==> images/registers.png <==
Bar = 20 um.
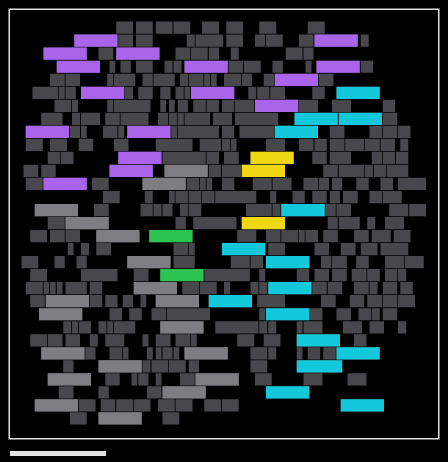
==> images/final_clocks.png <==
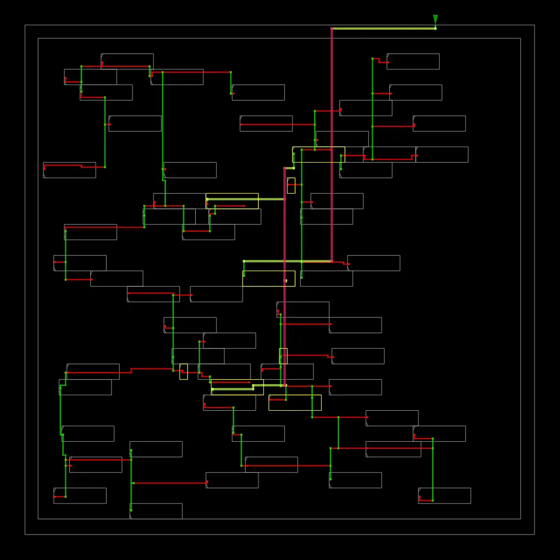
==> images/wire_density.png <==
The die is cut into 18 by 18 equal tiles; dark purple is low, yellow is high, scaled to the fullest tile. Values are wire area over tile area, all layers added.
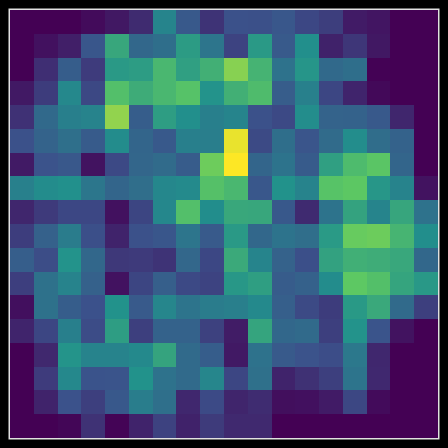
==> images/density.png <==
Bar = 20 um. The die is cut into 9 by 9 equal tiles; dark purple is low, yellow is high, 0 to 100% covered.
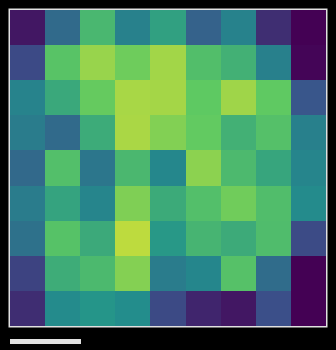
===== src/rtl/hazard_control_unit_pkg.sv =====
// Shared types and constants for the hazard control unit.
// FSM state encoding, register index width and the NOP opcode.
package hazard_control_unit_pkg;

  localparam int REG_IDX_W_DEF = 5;
  localparam logic [3:0] NOP_OPC = 4'b0000;

  typedef enum logic [1:0] {
    RUN      = 2'd0,
    FLUSH    = 2'd1,
    MEM_WAIT = 2'd2
  } hcu_state_e;

endpackage


===== src/rtl/hazard_scoreboard.sv =====
// In-flight destination tracker: entry0=EX, entry1=MEM, entry2=WB.
// Flags a RAW hazard when a live source matches any valid entry.
module hazard_scoreboard #(
  parameter int SB_DEPTH  = 3,
  parameter int REG_IDX_W = 5
) (
  input  logic                 clk,
  input  logic                 rst_n,
  input  logic                 shift_en_i,
  input  logic                 push_valid_i,
  input  logic [REG_IDX_W-1:0] push_idx_i,
  input  logic [REG_IDX_W-1:0] rs1_i,
  input  logic                 rs1_use_i,
  input  logic [REG_IDX_W-1:0] rs2_i,
  input  logic                 rs2_use_i,
  output logic                 hazard_o
);

  logic [SB_DEPTH-1:0]                vld_q, vld_d;
  logic [SB_DEPTH-1:0][REG_IDX_W-1:0] idx_q, idx_d;
  logic                               rs1_live;
  logic                               rs2_live;

  always_comb begin
    vld_d = vld_q;
    idx_d = idx_q;
    if (shift_en_i) begin
      vld_d[0] = push_valid_i;
      idx_d[0] = push_valid_i ? push_idx_i : '0;
      for (int k = 1; k < SB_DEPTH; k++) begin
        vld_d[k] = vld_q[k-1];
        idx_d[k] = idx_q[k-1];
      end
    end
  end

  always_ff @(posedge clk or negedge rst_n) begin
    if (!rst_n) begin
      vld_q <= '0;
      idx_q <= '0;
    end else begin
      vld_q <= vld_d;
      idx_q <= idx_d;
    end
  end

  // r0 is hardwired zero, so it can never be a true dependency
  assign rs1_live = rs1_use_i & (|rs1_i);
  assign rs2_live = rs2_use_i & (|rs2_i);

  always_comb begin
    hazard_o = 1'b0;
    for (int k = 0; k < SB_DEPTH; k++) begin
      if (vld_q[k] &&
          ((rs1_live && idx_q[k] == rs1_i) ||
           (rs2_live && idx_q[k] == rs2_i)))
        hazard_o = 1'b1;
    end
  end

endmodule


===== src/rtl/hazard_control_unit.sv =====
// Pipeline sequencer: RAW stalls, mispredict flush, memory freeze.
// FSM, flush counter and saturating perf counters live here.
module hazard_control_unit #(
  parameter int SB_DEPTH     = 3,
  parameter int FLUSH_CYCLES = 2,
  parameter int REG_IDX_W    = 5,
  parameter int CNT_W        = 16
) (
  input  logic                 clk,
  input  logic                 rst_n,
  input  logic [REG_IDX_W-1:0] reg1_index_rf,
  input  logic [REG_IDX_W-1:0] reg2_index_rf,
  input  logic                 uses_reg1_id,
  input  logic                 uses_reg2_id,
  input  logic [REG_IDX_W-1:0] dest_reg_index_id,
  input  logic                 reg_write_id,
  input  logic                 mispredict_ex,
  input  logic                 mem_req_mem,
  input  logic                 mem_ready_mem,
  output logic                 stall_if,
  output logic                 bubble_id,
  output logic                 flush_if,
  output logic                 freeze_all,
  output logic [1:0]           state_o,
  output logic [CNT_W-1:0]     stall_cycles,
  output logic [CNT_W-1:0]     flush_events
);

  import hazard_control_unit_pkg::*;

  localparam int FC_W = $clog2(FLUSH_CYCLES + 1);

  hcu_state_e       state_q, state_d;
  hcu_state_e       ret_q, ret_d;
  logic [FC_W-1:0]  cnt_q, cnt_d;
  logic [CNT_W-1:0] stall_q, stall_d;
  logic [CNT_W-1:0] flush_q, flush_d;

  logic freeze;
  logic hazard;
  logic shift_en;
  logic push_valid;
  logic stall_c, bubble_c, flush_c;
  logic inc_stall, inc_flush;

  assign freeze = mem_req_mem & ~mem_ready_mem;

  hazard_scoreboard #(
    .SB_DEPTH  (SB_DEPTH),
    .REG_IDX_W (REG_IDX_W)
  ) u_sb (
    .clk          (clk),
    .rst_n        (rst_n),
    .shift_en_i   (shift_en),
    .push_valid_i (push_valid),
    .push_idx_i   (dest_reg_index_id),
    .rs1_i        (reg1_index_rf),
    .rs1_use_i    (uses_reg1_id),
    .rs2_i        (reg2_index_rf),
    .rs2_use_i    (uses_reg2_id),
    .hazard_o     (hazard)
  );

  always_comb begin
    state_d    = state_q;
    ret_d      = ret_q;
    cnt_d      = cnt_q;
    stall_c    = 1'b0;
    bubble_c   = 1'b0;
    flush_c    = 1'b0;
    inc_stall  = 1'b0;
    inc_flush  = 1'b0;
    shift_en   = 1'b0;
    push_valid = 1'b0;
    unique case (state_q)
      RUN: begin
        if (freeze) begin
          state_d = MEM_WAIT;
          ret_d   = RUN;
        end else if (mispredict_ex) begin
          flush_c   = 1'b1;
          bubble_c  = 1'b1;
          cnt_d     = FC_W'(FLUSH_CYCLES);
          state_d   = FLUSH;
          inc_flush = 1'b1;
          shift_en  = 1'b1;
        end else if (hazard) begin
          stall_c   = 1'b1;
          bubble_c  = 1'b1;
          inc_stall = 1'b1;
          shift_en  = 1'b1;
        end else begin
          shift_en   = 1'b1;
          push_valid = reg_write_id & (|dest_reg_index_id);
        end
      end
      FLUSH: begin
        if (freeze) begin
          state_d = MEM_WAIT;
          ret_d   = FLUSH;
        end else begin
          flush_c  = 1'b1;
          bubble_c = 1'b1;
          shift_en = 1'b1;
          cnt_d    = cnt_q - FC_W'(1);
          if (cnt_q == FC_W'(1))
            state_d = RUN;
        end
      end
      MEM_WAIT: begin
        // release cycle lets the held ID instruction issue
        if (!freeze) begin
          state_d    = ret_q;
          shift_en   = 1'b1;
          push_valid = reg_write_id & (|dest_reg_index_id);
        end
      end
      default: state_d = RUN;
    endcase
  end

  always_comb begin
    stall_d = stall_q;
    flush_d = flush_q;
    if (inc_stall && !(&stall_q))
      stall_d = stall_q + CNT_W'(1);
    if (inc_flush && !(&flush_q))
      flush_d = flush_q + CNT_W'(1);
  end

  always_ff @(posedge clk or negedge rst_n) begin
    if (!rst_n) begin
      state_q <= RUN;
      ret_q   <= RUN;
      cnt_q   <= '0;
      stall_q <= '0;
      flush_q <= '0;
    end else begin
      state_q <= state_d;
      ret_q   <= ret_d;
      cnt_q   <= cnt_d;
      stall_q <= stall_d;
      flush_q <= flush_d;
    end
  end

  assign stall_if     = rst_n & stall_c;
  assign bubble_id    = ~rst_n | bubble_c;
  assign flush_if     = rst_n & flush_c;
  assign freeze_all   = rst_n & freeze;
  assign state_o      = state_q;
  assign stall_cycles = stall_q;
  assign flush_events = flush_q;

endmodule


===== config.mk =====
export PLATFORM = sky130hd
export DESIGN_NAME = hazard_control_unit
export DESIGN_NICKNAME = d
export VERILOG_FILES = /design/src/rtl/hazard_control_unit_pkg.sv /design/src/rtl/hazard_scoreboard.sv /design/src/rtl/hazard_control_unit.sv
export SDC_FILE = /design/constraint.sdc
export NUM_CORES = 1
export LEC_CHECK = 0
export CORE_MARGIN = 2
export CORE_UTILIZATION = 40
export CTS_BUF_LIST = sky130_fd_sc_hd__clkbuf_16
export CTS_CLUSTER_SIZE = 16
export DETAILED_ROUTE_END_ITERATION = 8
export HOLD_SLACK_MARGIN = 0.02
export PLACE_DENSITY = 0.68
export SLEW_MARGIN = 20
export SYNTH_ARGS = -nofsm -noshare
export SYNTH_HDL_FRONTEND = slang
export SYNTH_HIERARCHICAL = 1
export SYNTH_SLANG_ARGS = --single-unit

===== constraint.sdc =====
create_clock -name clk -period 2.3 [get_ports clk]
set_clock_uncertainty 0.2 [all_clocks]
set_input_delay 0.345 -clock clk [delete_from_list [all_inputs] [get_ports clk]]
set_output_delay 0.345 -clock clk [all_outputs]
set_load 0.01 [all_outputs]

==> impl_metrics.env <==
# yosys + openroad results
export IMPL_dr_pass1_iters=4
export IMPL_critical_path_depth=9
export IMPL_top_layer="met4"
export IMPL_grt_use_met3=0.0323
export IMPL_seq_cell_share=0.320
export IMPL_rows=31
export IMPL_grtUsageMet2=0.300
export IMPL_syn_inst=273
export IMPL_clk_pin_slew_worst_paths_ns=0.07
export IMPL_post_route_worst_setup_slack_ns=-0.389
export IMPL_worst_r2r_path_depth=10
export IMPL_worstSetupStartpointType="flip-flop"
export IMPL_nets=408
export IMPL_ff_latch_area_sq_um=1380
export IMPL_yosysTopAreaCellShare=0.472
export IMPL_r2r_end="stall_cycles[1]"
export IMPL_synth_adder_area_share=0.0129
export IMPL_met3_length_um=302
export IMPL_async_flop_share=1.00
export IMPL_muxShareOfSynthArea=0.0575
export IMPL_final_hold_violation_count=0
export IMPL_p_comb_frac=0.252
export IMPL_ys_top_logic_family="simple AND/OR/NAND/NOR gates"
export IMPL_root_buffer="clkbuf_16"
export IMPL_status="finished with violations"
export IMPL_power_frac_seq=0.461
export IMPL_postSynthAreaPerCell_sq_um=10.7
export IMPL_yosys_register_bits=55
export IMPL_grt_pass1_wl_mm=11.1
export IMPL_coreArea_sq_um=7140
export IMPL_setup_viol=24
export IMPL_holdWs_ns=0.0451
export IMPL_largest_area_cell="dfrtp_1"
export IMPL_slowest_stage="dfrtp_2"
export IMPL_p_switching_uw=712
export IMPL_dp_final_hpwl_mm=4.97
export IMPL_cellPowerDensity_nw_per_um2=586
export IMPL_vdd_drop_max_mv=0.517
export IMPL_grt_busiest_layer="met2"
export IMPL_timing_rr_start="u_sb/idx_q[8]"
export IMPL_rrSetupSlack_ns=-0.34
export IMPL_syn_area_sq_um=2920
export IMPL_comb_cells=201
export IMPL_fp_util=0.408
export IMPL_synth_edff_count=0
export IMPL_area_delta_synth_final_pct=47.6
export IMPL_violations="negative setup slack"
export IMPL_drc=0
export IMPL_drive_gt1_frac=0.279
export IMPL_tapCellCount=99
export IMPL_cts_tree="built"
export IMPL_layout_top_cells="54 x dfrtp_1, 46 x clkdlybuf4s50_1, 42 x buf_4"
export IMPL_post_cts_resized=68
export IMPL_swShare=0.283
export IMPL_fillers=621
export IMPL_slew_viol_final=0
export IMPL_rsz0062_at_grt="yes"
export IMPL_synth_nets=299
export IMPL_largest_class="combinational gates"
export IMPL_critical_path_buf_inv_count=2
export IMPL_yosys_cells=273
export IMPL_cts_hold_buf=0
export IMPL_synth_compound_area_share=0.0665
export IMPL_power_uw=2520
export IMPL_first_iter_violations=66
export IMPL_grt_pass1_vias=2404
export IMPL_maxSlewHeadroom=0.531
export IMPL_ys_types=44
export IMPL_htreeDepth=2
export IMPL_path_cells="xor2_1 > nor4_2 > and3_1 > a31oi_1 > o221ai_2 > buf_4 > nand4b_4 > nor2_2 > buf_2"
export IMPL_simple_gate_area_frac=0.197
export IMPL_p_leak_uw=0.00195
export IMPL_ios=61
Notes on registers.png above:
colour	netlist name	flops
green	cnt_q	2
yellow	u_sb/vld_q	3
purple	stall_cycles	16
cyan	u_sb/idx_q	15
not coloured	19

Notes on final_clocks.png above:
CTS Buf Count: 5
clk_lat worst skew: 0.29 ns
seq_cells: 55
Sink Count: 55
Clock Buffer Count: 5

Notes on wire_density.png above:
emptiest ninth of the die	lower right
mean over tiles	0.14
nearly empty tiles	12%
tiles over half the peak	19%

Notes on density.png above:
tiles over 75% full	20%
nearly empty tiles	4.9%
emptiest ninth of the die	lower right

## per-stage QoR
| step | setup slack, ns | instance area (sq um) | instances | TNS [ns] |
|---|---|---|---|---|
| finish | -0.389 | 4300 | 482 | -6.84 |
| floorplan | -0.0591 | 2960 | 273 | -0.179 |
| global route | -0.516 | 4300 | 482 | -10.35 |
| global placement | -0.973 | 3970 | 466 | -20.48 |
| CTS | -0.436 | 4200 | 480 | -7.58 |
| detailed placement | -0.986 | 3970 | 466 | -20.89 |
## state kept, by name (all words and copies together), names as in the netlist
register	count
ret_q	1
flush_events	16
u_sb/vld_q	3
u_sb/idx_q	15
cnt_q	2
stall_cycles	16
state_o	2
